$ cat config.mk
export PLATFORM = sky130hd
export DESIGN_NAME = gray_code_pipe
export DESIGN_NICKNAME = d
export VERILOG_FILES = /design/src/rtl/gray_code_pkg.sv /design/src/rtl/gray_pipe_stage.sv /design/src/rtl/gray_code_pipe.sv
export SDC_FILE = /design/constraint.sdc
export NUM_CORES = 1
export LEC_CHECK = 0
export ABC_AREA = 1
export CAP_MARGIN = 0
export CORE_AREA = 4 4 53 55
export CTS_CLUSTER_DIAMETER = 40
export DETAILED_ROUTE_END_ITERATION = 8
export DIE_AREA = 0 0 57 59
export HOLD_SLACK_MARGIN = 0.05
export MAX_ROUTING_LAYER = met4
export PLACE_DENSITY = 0.72
export SLEW_MARGIN = 20
export SYNTH_ARGS = -nofsm -noshare
export SYNTH_HDL_FRONTEND = slang
export SYNTH_SLANG_ARGS = --single-unit
export TNS_END_PERCENT = 10
$ cat constraint.sdc
create_clock -name clk -period 1.26 [get_ports clk]
set_clock_uncertainty 0.2 [all_clocks]
set_input_delay 0.189 -clock clk [delete_from_list [all_inputs] [get_ports clk]]
set_output_delay 0.189 -clock clk [all_outputs]
set_load 0.1 [all_outputs]
$ cat src/rtl/gray_code_pkg.sv
// Shared constants and chunking helpers for the pipelined Gray/binary converter.
package gray_code_pkg;

  localparam logic MODE_B2G = 1'b0;
  localparam logic MODE_G2B = 1'b1;

  function automatic int chunk_size(int width, int stages);
    return (width + stages - 1) / stages;
  endfunction

  // Highest bit resolved by a stage; negative when the stage has no chunk.
  function automatic int chunk_hi(int stage, int width, int stages);
    return width - 1 - stage * chunk_size(width, stages);
  endfunction

  function automatic int chunk_lo(int stage, int width, int stages);
    int lo;
    lo = width - (stage + 1) * chunk_size(width, stages);
    return (lo < 0) ? 0 : lo;
  endfunction

endpackage

$ cat src/rtl/gray_pipe_stage.sv
// One register slice of the converter: resolves its MSB-first chunk of a Gray->binary word,
// or performs the whole binary->Gray step when it is the first stage.
module gray_pipe_stage
  import gray_code_pkg::*;
#(
  parameter int unsigned STAGE  = 0,
  parameter int unsigned WIDTH  = 8,
  parameter int unsigned STAGES = 2
) (
  input  logic             clk,
  input  logic             rst_n,
  input  logic             load,
  input  logic             up_valid,
  input  logic             up_mode,
  input  logic [WIDTH-1:0] up_data,
  input  logic             up_parity,
  output logic             valid,
  output logic             mode,
  output logic [WIDTH-1:0] data,
  output logic             parity
);

  localparam int Hi = chunk_hi(int'(STAGE), int'(WIDTH), int'(STAGES));
  localparam int Lo = chunk_lo(int'(STAGE), int'(WIDTH), int'(STAGES));

  logic             valid_q, mode_q, parity_q;
  logic [WIDTH-1:0] data_q;
  logic [WIDTH-1:0] data_d;
  logic             parity_d;

  always_comb begin
    data_d   = up_data;
    parity_d = up_parity;
    if (up_mode == MODE_G2B) begin
      // parity_d is the binary value of the bit just resolved, carried to the next chunk
      for (int i = int'(WIDTH) - 1; i >= 0; i--) begin
        if (i <= Hi && i >= Lo) begin
          parity_d  = parity_d ^ up_data[i];
          data_d[i] = parity_d;
        end
      end
    end else if (STAGE == 0) begin
      data_d = up_data ^ (up_data >> 1);
    end
  end

  always_ff @(posedge clk) begin
    if (!rst_n) begin
      valid_q  <= 1'b0;
      mode_q   <= MODE_B2G;
      data_q   <= '0;
      parity_q <= 1'b0;
    end else if (load) begin
      valid_q <= up_valid;
      if (up_valid) begin
        mode_q   <= up_mode;
        data_q   <= data_d;
        parity_q <= parity_d;
      end
    end
  end

  assign valid  = valid_q;
  assign mode   = mode_q;
  assign data   = data_q;
  assign parity = parity_q;

endmodule

$ cat src/rtl/gray_code_pipe.sv
// Pipelined bidirectional Gray/binary converter with valid/ready on both sides.
// Holds only the ready chain and the wiring of STAGES register slices.
module gray_code_pipe
  import gray_code_pkg::*;
#(
  parameter int unsigned WIDTH  = 8,
  parameter int unsigned STAGES = 2
) (
  input  logic             clk,
  input  logic             rst_n,
  input  logic             in_valid,
  output logic             in_ready,
  input  logic [WIDTH-1:0] in_data,
  input  logic             in_mode,
  output logic             out_valid,
  input  logic             out_ready,
  output logic [WIDTH-1:0] out_data,
  output logic             out_mode
);

  logic [STAGES-1:0] stage_valid;
  logic [STAGES-1:0] stage_mode;
  logic [STAGES-1:0] stage_parity;
  logic [STAGES-1:0] stage_load;
  logic [WIDTH-1:0]  stage_data [STAGES];

  // A stage may load when it is empty or everything downstream of it can move.
  always_comb begin
    logic chain;
    stage_load = '0;
    chain      = out_ready;
    for (int k = int'(STAGES) - 1; k >= 0; k--) begin
      chain         = chain | ~stage_valid[k];
      stage_load[k] = chain;
    end
  end

  for (genvar k = 0; k < STAGES; k++) begin : g_stage
    logic             up_valid, up_mode, up_parity;
    logic [WIDTH-1:0] up_data;

    if (k == 0) begin : g_head
      assign up_valid  = in_valid;
      assign up_mode   = in_mode;
      assign up_data   = in_data;
      assign up_parity = 1'b0;
    end else begin : g_body
      assign up_valid  = stage_valid[k-1];
      assign up_mode   = stage_mode[k-1];
      assign up_data   = stage_data[k-1];
      assign up_parity = stage_parity[k-1];
    end

    gray_pipe_stage #(
      .STAGE  (k),
      .WIDTH  (WIDTH),
      .STAGES (STAGES)
    ) u_stage (
      .clk       (clk),
      .rst_n     (rst_n),
      .load      (stage_load[k]),
      .up_valid  (up_valid),
      .up_mode   (up_mode),
      .up_data   (up_data),
      .up_parity (up_parity),
      .valid     (stage_valid[k]),
      .mode      (stage_mode[k]),
      .data      (stage_data[k]),
      .parity    (stage_parity[k])
    );
  end

  logic unused_parity;
  assign unused_parity = stage_parity[STAGES-1];

  assign in_ready  = stage_load[0];
  assign out_valid = stage_valid[STAGES-1];
  assign out_data  = stage_data[STAGES-1];
  assign out_mode  = stage_mode[STAGES-1];

endmodule

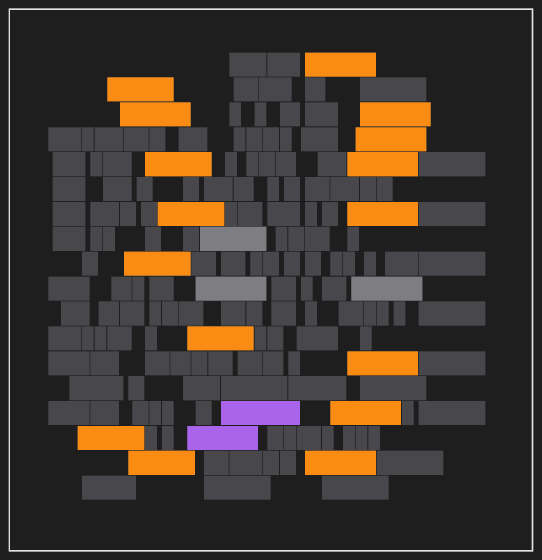
(run_1/flops_by_reg.png)
Other sequential cells in the stronger gray, the rest of the logic in the fainter gray.
| signal | color | flops |
|---|---|---|
| g_stage.u_stage.data | orange | 16 |
| g_stage.u_stage.valid | purple | 2 |
not colored: 3

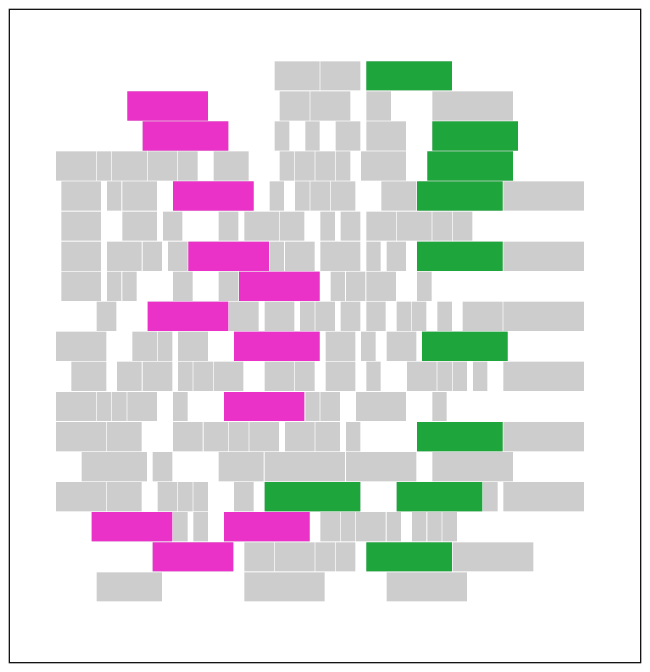
(run_1/by_instance.png)
Other cells in gray.
| scope | color | flops |
|---|---|---|
| g_stage[0] | magenta | 11 |
| g_stage[1] | green | 10 |
Final Non-Filler Cells: 196
Die Outline Area: 3360 sq um
Final Core Density: 0.661

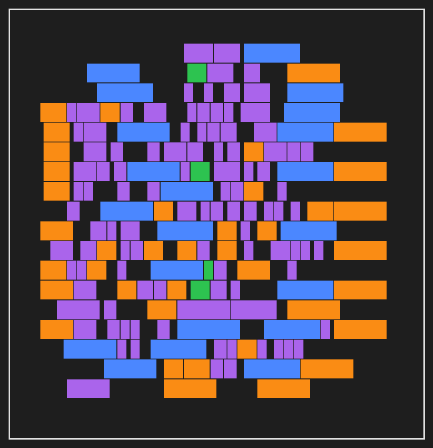
(run_1/placement_by_type.png)
| class | color | cells |
|---|---|---|
| combinational and other logic | purple | 102 |
| other buffers and delay cells | orange | 39 |
| flops | blue | 21 |
| clock drivers and dummy loads | green | 4 |
share of the final layout cell area in sequential cells: 0.278
post-route cell area: 1580 sq um
Core Box Area: 2390 sq um
standard-cell row count: 18

==> run summary, run 1 <==
State of the implementation.

- Per the OpenROAD timing report, the critical path contains 3 cells.
- The met1 demand-to-capacity share in global routing is 0.147, for reference.
- The largest total area in the synthesized netlist belongs to sky130_fd_sc_hd__dfxtp_1.
- Data on the critical path is required at its endpoint by 0.87 ns.
- The adder-cell share of the synthesized area is 0, for reference.
- The final timing report gives a worst setup slack of -0.167 ns.
- Summed over all nets, the switching power comes to 0.583 mW.
- The main area contributors are sky130_fd_sc_hd__dfxtp_1 44%, sky130_fd_sc_hd__o21ai_0 7.8%, sky130_fd_sc_hd__xor2_1 7.3%.
- The die span in x is 57 um, for reference.
- The setup TNS is -0.806 ns, for reference.
- Per the slew report, the remaining headroom to the max-slew limit stands at 0.827.
- The smallest clock period supported by the final layout is computed as 1.43 ns.
- The flip-flop and latch count after synthesis is 21, for reference.
- The final hold slack is 0.0282 ns, for reference.
- By area, the combinational part of the netlist is dominated by simple AND/OR/NAND/NOR gates.
- The global routing usage summed across all routing layers is 0.150, for reference.
- Yosys mapped a number of flops with a built-in enable equal to 0.
- The final total power is 1.66 mW, for reference.
- The met3 wire length is 97 um, for reference.
- The start point of the critical path is g_stage[1].u_stage.valid$_SDFFE_PN0P_, for reference.
- The flow reported a cell area power density of 1050 nW/um^2.
- After synthesis, the share of cell area in mux cells is 0.
- STA shows the worst min-delay path finishing at g_stage[1].u_stage.valid$_SDFFE_PN0P_.
- The fraction of the mapped netlist area in compound gates is 0.176, for reference.
- In the global route stage, met3 resource usage came out at 0.0131.
- The final reports fail on setup timing.
- The warning tally printed by Yosys for this design is 0.
- The HPWL after detailed placement is 1.78 mm.
- STA classifies the critical path startpoint as a flip-flop.
- The initial antenna violation count was 0.
- The cell-mix breakdown from Yosys lists the XOR/XNOR area share as 0.0824.
- The timing report attributes the biggest portion of critical-path delay to flip-flops.
- In this run, the number of DRC markers left after iteration 0 of detailed routing was 31.
- The layout filler cell count is 217, for reference.
- The total inserted antenna cells is 0, for reference.
- The run finished, with violations left.
- The largest incremental delay on the critical path is 0.38 ns, for reference.
- The count of pins on the block boundary is 24, for reference.
- Entering global routing, the biggest net connects 12 pins.
- In this run the register-to-register setup slack is -0.11 ns.
- The final setup violation count is 15, for reference.
- In this run the critical register-to-register path is captured at g_stage[0].u_stage.data[3]$_SDFFE_PN0P_.
- The CTS tree is yes, for reference.
- The insertion delay at the late pin of the worst-skew pair is 0.30 ns, for reference.
- Warnings raised by the tools during the run amount to 30.
- The vertical die dimension reported for this design is 59 um.
- STA classifies the critical path endpoint as an output port.
-- run 1: area by class of cell --
type / count / area, sq um / area share
Timing Repair Buffer: 39 / 474 / 0.301
Clock buffer: 4 / 26.3 / 0.0167
Sequential cell: 21 / 439 / 0.278
Tap cell: 30 / 37.5 / 0.0238
Multi-Input combinational cell: 89 / 549 / 0.348
Inverter: 13 / 51.3 / 0.0325
-- run 1: power by group through the flow --
| stage | sequential [mW] | combinational [mW] | clock (mW) |
|---|---|---|---|
| CTS | 0.769 | 0.560 | 0.328 |
| global route | 0.776 | 0.607 | 0.371 |
| floorplan | 0.919 | 0.167 | 0 |
| global placement | 0.774 | 0.521 | 0 |
| detailed placement | 0.775 | 0.533 | 0 |
| finish | 0.770 | 0.572 | 0.319 |
==> run 2: changes to the inputs <==
CORE_AREA = 4 4 58 60   (was 4 4 53 55)
DIE_AREA = 0 0 62 64   (was 0 0 57 59)
PLACE_DENSITY = 0.61   (was 0.72)
REMOVE_ABC_BUFFERS = 1   (was not set)
SKIP_CTS_REPAIR_TIMING = 1   (was not set)
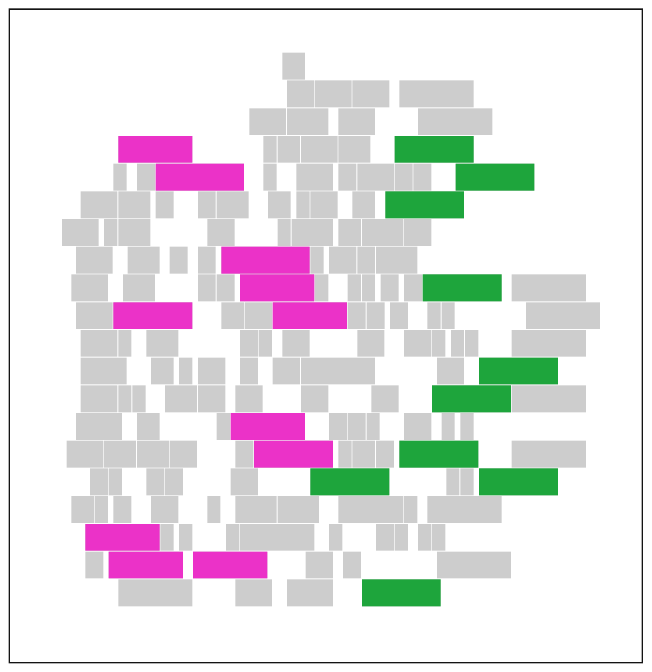
(run_2/by_instance.png)
Other cells in gray.
| scope | color | flops |
|---|---|---|
| g_stage[1] | green | 10 |
| g_stage[0] | magenta | 11 |
Die Outline Area: 3970 sq um
Final Non-Filler Cells: 200
Final Core Density: 0.547

==> run 2 against run 1 <==
Compared with the run above: the flow still finishes with violations (setup timing); critical path depth is the same; clock power up 4%; sequential power about the same; flip-flop count did not move; synthesized cell count stayed put; via count is 3.5% lower; global-route usage is 2.7 points lower; setup slack worse by 0.023 ns; largest power group unchanged; highest routed layer unchanged.
==> run summary, run 2 <==
State of the implementation.

- The total inserted antenna cells is 0, for reference.
- The DRC violation total after the first TritonRoute iteration is 17, for reference.
- Summed over all nets, the switching power comes to 0.599 mW.
- The largest incremental delay on the critical path is 0.38 ns, for reference.
- The STA report counts the stages on the worst setup path as 3.
- For the combinational group, total power comes out at 0.586 mW.
- The layout filler cell count is 279, for reference.
- Total global-route track usage over all layers is 0.123.
- In the global route stage, met3 resource usage came out at 0.0182.
- The routed design uses 83 um of met3 wire.
- The launch point of the critical path was reported as g_stage[1].u_stage.valid$_SDFFE_PN0P_.
- The flow reports power dissipated in sequential cells as 0.773 mW.
- The worst path setup slack after routing is -0.191 ns, for reference.
- The run finished, with violations left.
- The last timing report of the flow puts the setup violation total at 4.
- In this run the critical register-to-register path is captured at g_stage[1].u_stage.data[0]$_SDFFE_PN0P_.
- The power in the clock group is 0.332 mW, for reference.
- Counting the warning lines in the Yosys log gives 0.
- Checking max transition, the worst relative margin is 0.852.
- The number of standard-cell rows in the floorplan is 20, for reference.
- Looking at the group totals, the largest power group turns out to be registers.
- The met1 demand-to-capacity share in global routing is 0.150, for reference.
- The half-perimeter wire length of the detailed placement result is 1.77 mm, for reference.
- The final timing report derives a shortest allowable period of 1.45 ns.
- The final reports fail on setup timing.
- The element type at the critical path start is a flip-flop, for reference.
- The flip-flop and latch count after synthesis is 21, for reference.
[run 2: cell counts after synthesis]
Identical to the previous run, type by type.
[run 2: final cells by class]
class	count	area, sq um	area share
flip-flops and latches	21	443	0.276
well taps	33	41.3	0.0258
inverters	13	56.3	0.0351
clock buffers	4	26.3	0.0164
repair buffers	40	492	0.307
multi-input cells	89	544	0.340
[run 2: per-stage QoR]
stage          hold slack (ns)  power (mW)  cell area [sq um]  setup TNS (ns)
2_1_floorplan            0.125        1.07                935          -22.28
3_3_place_gp             0.271        1.30               1450           -5.86
3_5_place_dp             0.287        1.32               1450           -6.38
4_1_cts                  0.312        1.65               1480           -1.31
5_1_grt                 0.0421        1.79               1600           -1.19
6_report                0.0218        1.69               1600          -0.369
No activity file was given, so power comes from the tool's default toggle rates.
